===== config.mk =====
export PLATFORM = sky130hd
export DESIGN_NAME = hazard_ctrl
export DESIGN_NICKNAME = d
export VERILOG_FILES = /design/src/rtl/hazard_ctrl_pkg.sv /design/src/rtl/hazard_ctrl_md_timer.sv /design/src/rtl/hazard_ctrl.sv
export SDC_FILE = /design/constraint.sdc
export NUM_CORES = 1
export LEC_CHECK = 0
export ABC_AREA = 1
export CELL_PAD_IN_SITES_DETAIL_PLACEMENT = 0
export CELL_PAD_IN_SITES_GLOBAL_PLACEMENT = 1
export CORE_MARGIN = 2
export CORE_UTILIZATION = 37
export DETAILED_ROUTE_END_ITERATION = 7
export PLACE_DENSITY = 0.87
export SYNTH_ARGS = -nofsm -noshare
export SYNTH_HDL_FRONTEND = slang
export SYNTH_SLANG_ARGS = --single-unit

===== constraint.sdc =====
create_clock -name clk -period 2.95 [get_ports clk]
set_clock_uncertainty 0.15 [all_clocks]
set_input_delay 0.885 -clock clk [delete_from_list [all_inputs] [get_ports clk]]
set_output_delay 0.885 -clock clk [all_outputs]
set_load 0.02 [all_outputs]

===== src/rtl/hazard_ctrl_pkg.sv =====
// Shared CPU pipeline constants and hazard helpers.
// Used by the hazard controller and its HI/LO timer.
package hazard_ctrl_pkg;

  localparam logic [1:0] TUSE_NONE  = 2'd3;

  localparam logic [1:0] FWD_D_GRF  = 2'd0;
  localparam logic [1:0] FWD_D_E    = 2'd1;
  localparam logic [1:0] FWD_D_M    = 2'd2;

  localparam logic [1:0] FWD_E_PIPE = 2'd0;
  localparam logic [1:0] FWD_E_M    = 2'd1;
  localparam logic [1:0] FWD_E_W    = 2'd2;

  localparam int MULT_CYCLES_DEF = 5;
  localparam int DIV_CYCLES_DEF  = 10;

  typedef struct packed {
    logic [4:0] dst;
    logic [1:0] tnew;
  } stage_t;

  function automatic logic src_hazard(
    input logic [4:0] r,
    input logic [1:0] tuse,
    input stage_t     e,
    input stage_t     m
  );
    return (r != 5'd0) && (tuse != TUSE_NONE) &&
           ((e.dst == r && e.tnew > tuse) ||
            (m.dst == r && m.tnew > tuse));
  endfunction

  function automatic logic [1:0] fwd_d(
    input logic [4:0] r,
    input stage_t     e,
    input stage_t     m
  );
    if (r == 5'd0)
      return FWD_D_GRF;
    if (e.dst == r && e.tnew == 2'd0)
      return FWD_D_E;
    if (m.dst == r && m.tnew == 2'd0)
      return FWD_D_M;
    return FWD_D_GRF;
  endfunction

  function automatic logic [1:0] fwd_e(
    input logic [4:0] r,
    input stage_t     m,
    input logic [4:0] w_dst
  );
    if (r == 5'd0)
      return FWD_E_PIPE;
    if (m.dst == r && m.tnew == 2'd0)
      return FWD_E_M;
    if (w_dst == r)
      return FWD_E_W;
    return FWD_E_PIPE;
  endfunction

endpackage


===== src/rtl/hazard_ctrl_md_timer.sv =====
// HI/LO busy timer: loaded when a mult/div issues into E,
// counts down to zero while the unit is busy.
module hz_md_timer
  import hazard_ctrl_pkg::*;
#(
  parameter int MULT_CYCLES = MULT_CYCLES_DEF,
  parameter int DIV_CYCLES  = DIV_CYCLES_DEF
) (
  input  logic clk,
  input  logic reset,
  input  logic i_load,
  input  logic i_div,
  output logic o_busy
);

  localparam int MAXC =
    (DIV_CYCLES > MULT_CYCLES) ? DIV_CYCLES : MULT_CYCLES;
  localparam int CW = $clog2(MAXC + 1);

  logic [CW-1:0] r_cnt;

  always_ff @(posedge clk) begin
    if (reset)
      r_cnt <= '0;
    else if (i_load)
      r_cnt <= i_div ? CW'(DIV_CYCLES) : CW'(MULT_CYCLES);
    else if (r_cnt != '0)
      r_cnt <= r_cnt - CW'(1);
  end

  assign o_busy = (r_cnt != '0);

endmodule


===== src/rtl/hazard_ctrl.sv =====
// Pipeline hazard unit: stall on unready operands or busy HI/LO,
// forward select for D and E operands.
module hazard_ctrl
  import hazard_ctrl_pkg::*;
#(
  parameter int MULT_CYCLES = MULT_CYCLES_DEF,
  parameter int DIV_CYCLES  = DIV_CYCLES_DEF
) (
  input  logic       clk,
  input  logic       reset,
  input  logic       d_valid,
  input  logic [4:0] d_rs,
  input  logic [4:0] d_rt,
  input  logic [1:0] d_tuse_rs,
  input  logic [1:0] d_tuse_rt,
  input  logic [4:0] d_dst,
  input  logic [1:0] d_tnew,
  input  logic       d_md_start,
  input  logic       d_md_div,
  input  logic       d_md_use,
  output logic       stall,
  output logic [1:0] fwd_rs_d,
  output logic [1:0] fwd_rt_d,
  output logic [1:0] fwd_rs_e,
  output logic [1:0] fwd_rt_e,
  output logic       md_busy
);

  stage_t     r_e;
  stage_t     r_m;
  logic [4:0] r_e_rs;
  logic [4:0] r_e_rt;
  logic [4:0] r_w_dst;

  logic w_hz_rs;
  logic w_hz_rt;
  logic w_md_stall;
  logic w_stall;
  logic w_md_load;
  logic w_busy;

  assign w_hz_rs = src_hazard(d_rs, d_tuse_rs, r_e, r_m);
  assign w_hz_rt = src_hazard(d_rt, d_tuse_rt, r_e, r_m);

  assign w_md_stall = d_valid & (d_md_start | d_md_use) & w_busy;
  assign w_stall    = w_hz_rs | w_hz_rt | w_md_stall;
  assign w_md_load  = d_valid & d_md_start & ~w_stall;

  // stalled or empty D slot enters E as a full bubble
  always_ff @(posedge clk) begin
    if (reset) begin
      r_e     <= '0;
      r_m     <= '0;
      r_e_rs  <= '0;
      r_e_rt  <= '0;
      r_w_dst <= '0;
    end else begin
      if (w_stall || !d_valid) begin
        r_e    <= '0;
        r_e_rs <= '0;
        r_e_rt <= '0;
      end else begin
        r_e    <= '{dst: d_dst, tnew: d_tnew};
        r_e_rs <= d_rs;
        r_e_rt <= d_rt;
      end
      r_m.dst  <= r_e.dst;
      r_m.tnew <= (r_e.tnew != 2'd0) ? r_e.tnew - 2'd1 : 2'd0;
      r_w_dst  <= r_m.dst;
    end
  end

  hz_md_timer #(
    .MULT_CYCLES(MULT_CYCLES),
    .DIV_CYCLES (DIV_CYCLES)
  ) u_md_timer (
    .clk   (clk),
    .reset (reset),
    .i_load(w_md_load),
    .i_div (d_md_div),
    .o_busy(w_busy)
  );

  assign stall    = w_stall;
  assign md_busy  = w_busy;
  assign fwd_rs_d = fwd_d(d_rs, r_e, r_m);
  assign fwd_rt_d = fwd_d(d_rt, r_e, r_m);
  assign fwd_rs_e = fwd_e(r_e_rs, r_m, r_w_dst);
  assign fwd_rt_e = fwd_e(r_e_rt, r_m, r_w_dst);

endmodule


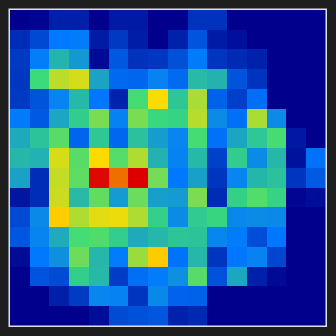
*Signal metal coverage by tile*
Drawn at 4 px/um. 16 x 16 tiles, from dark blue (low) to red (high), scaled to the fullest tile. Values are wire area over tile area, all layers added.
The fullest tile reaches 0.50. 15% of the tiles are over half the peak. The emptiest ninth of the die: north-east. 22% of the tiles are nearly empty. The mean over all tiles is 0.13.

==> results_tabular.tex <==
% Table of physical implementation metrics
\begin{tabular}{lr}
\hline
Metric & Value \\
\hline
\multicolumn{2}{l}{\textbf{Cells and area}} \\
Fraction of area in clock buffers and inverters & 3.38\% \\
Post-layout instance area & 3000 um2 \\
Flop area & 662 um2 \\
Share of layout cells above drive strength 1 & 34.2\% \\
Number of logic gates & 199 \\
\multicolumn{2}{l}{\textbf{Global routing}} \\
Met1 Resource Use GR & 19.0\% \\
GR Util met2 & 31.6\% \\
\multicolumn{2}{l}{\textbf{STA}} \\
Number of endpoints failing setup at the final stage & 1 \\
Measured slew at the worst slew-check pin & 0.299 ns \\
Setup slack after layout & -0.0399 ns \\
\multicolumn{2}{l}{\textbf{Status}} \\
Status & complete, but fails checks \\
Violations in the final reports & setup timing \\
\multicolumn{2}{l}{\textbf{Synth}} \\
Net Count, Synth & 331 \\
Cell taking the most area after synthesis & sky130\_fd\_sc\_hd\_\_dfxtp\_1 \\
Dominant Register Cell & sky130\_fd\_sc\_hd\_\_dfxtp\_1 \\
Count of flip-flops with a built-in enable after synthesis & 0 \\
\multicolumn{2}{l}{\textbf{CTS}} \\
Clock-pin transition on the worst setup and hold timing paths & 0.07 ns \\
\multicolumn{2}{l}{\textbf{Die}} \\
Top-level I/O count & 37 \\
Tap cell instance count & 72 \\
Area inside the core boundary & 5470 um2 \\
\multicolumn{2}{l}{\textbf{Min path}} \\
Start point of the worst min-delay path & r\_e[0] \\
\hline
\end{tabular}
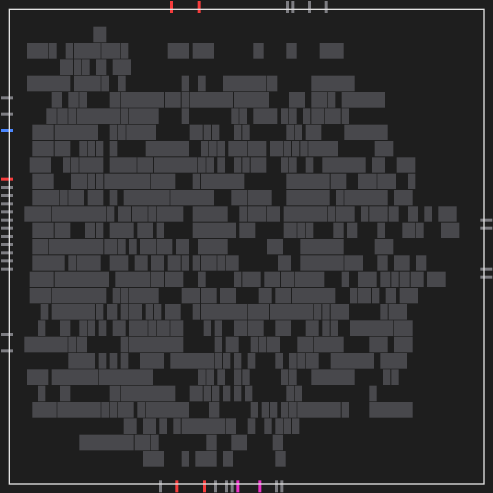
*Ports around the boundary*
Drawn at 6 px/um. Pins as bars across the die edge, other pins in grey.
Magenta stands for fwd_rt_d, pins 2, direction output, edge south. Blue stands for reset, pins 1, direction input, edge west. Red stands for d_dst, pins 5, direction input, edge 2 north, 2 south, 1 west.
All pins by edge: 17 west, 10 south, 6 north, 4 east.

cell usage in the layout, fill, tap and decap left out, types with 5 or more instances in the layout:
| master | instances |
|---|---|
| sky130_fd_sc_hd__inv_2 | 14 |
| sky130_fd_sc_hd__nand4_1 | 9 |
| sky130_fd_sc_hd__clkdlybuf4s50_1 | 11 |
| sky130_fd_sc_hd__inv_1 | 42 |
| sky130_fd_sc_hd__xnor2_1 | 12 |
| sky130_fd_sc_hd__clkbuf_8 | 7 |
| sky130_fd_sc_hd__ha_4 | 8 |
| sky130_fd_sc_hd__dfxtp_1 | 32 |
| sky130_fd_sc_hd__nor3_1 | 5 |
| sky130_fd_sc_hd__buf_4 | 33 |
| sky130_fd_sc_hd__nand2_1 | 62 |
| sky130_fd_sc_hd__buf_2 | 8 |
| sky130_fd_sc_hd__nand2_2 | 6 |
| sky130_fd_sc_hd__xor2_1 | 9 |
| sky130_fd_sc_hd__nor2_1 | 33 |
| sky130_fd_sc_hd__nor2_2 | 14 |
cells by family after synthesis:
kind of cell	count (synthesis)	share of synthesized area, %
adder cells (fa/ha/maj)	11	6.63
flip-flops	33	31.8
buffers and inverters	61	12.0
AND-OR/OR-AND	17	5.49
AND/OR/NAND/NOR	148	34.3
XOR/XNOR	23	9.71
worst max-delay path, stage by stage:
cell and delay [ns]:
sky130_fd_sc_hd__buf_8 0.09, sky130_fd_sc_hd__inv_8 0.03, sky130_fd_sc_hd__ha_4 0.26, sky130_fd_sc_hd__nand2_2 0.04
sky130_fd_sc_hd__a21boi_2 0.14, sky130_fd_sc_hd__nand4_1 0.10, sky130_fd_sc_hd__nand2_2 0.08, sky130_fd_sc_hd__a21oi_4 0.14
sky130_fd_sc_hd__nand2_2 0.07, sky130_fd_sc_hd__buf_6 0.13
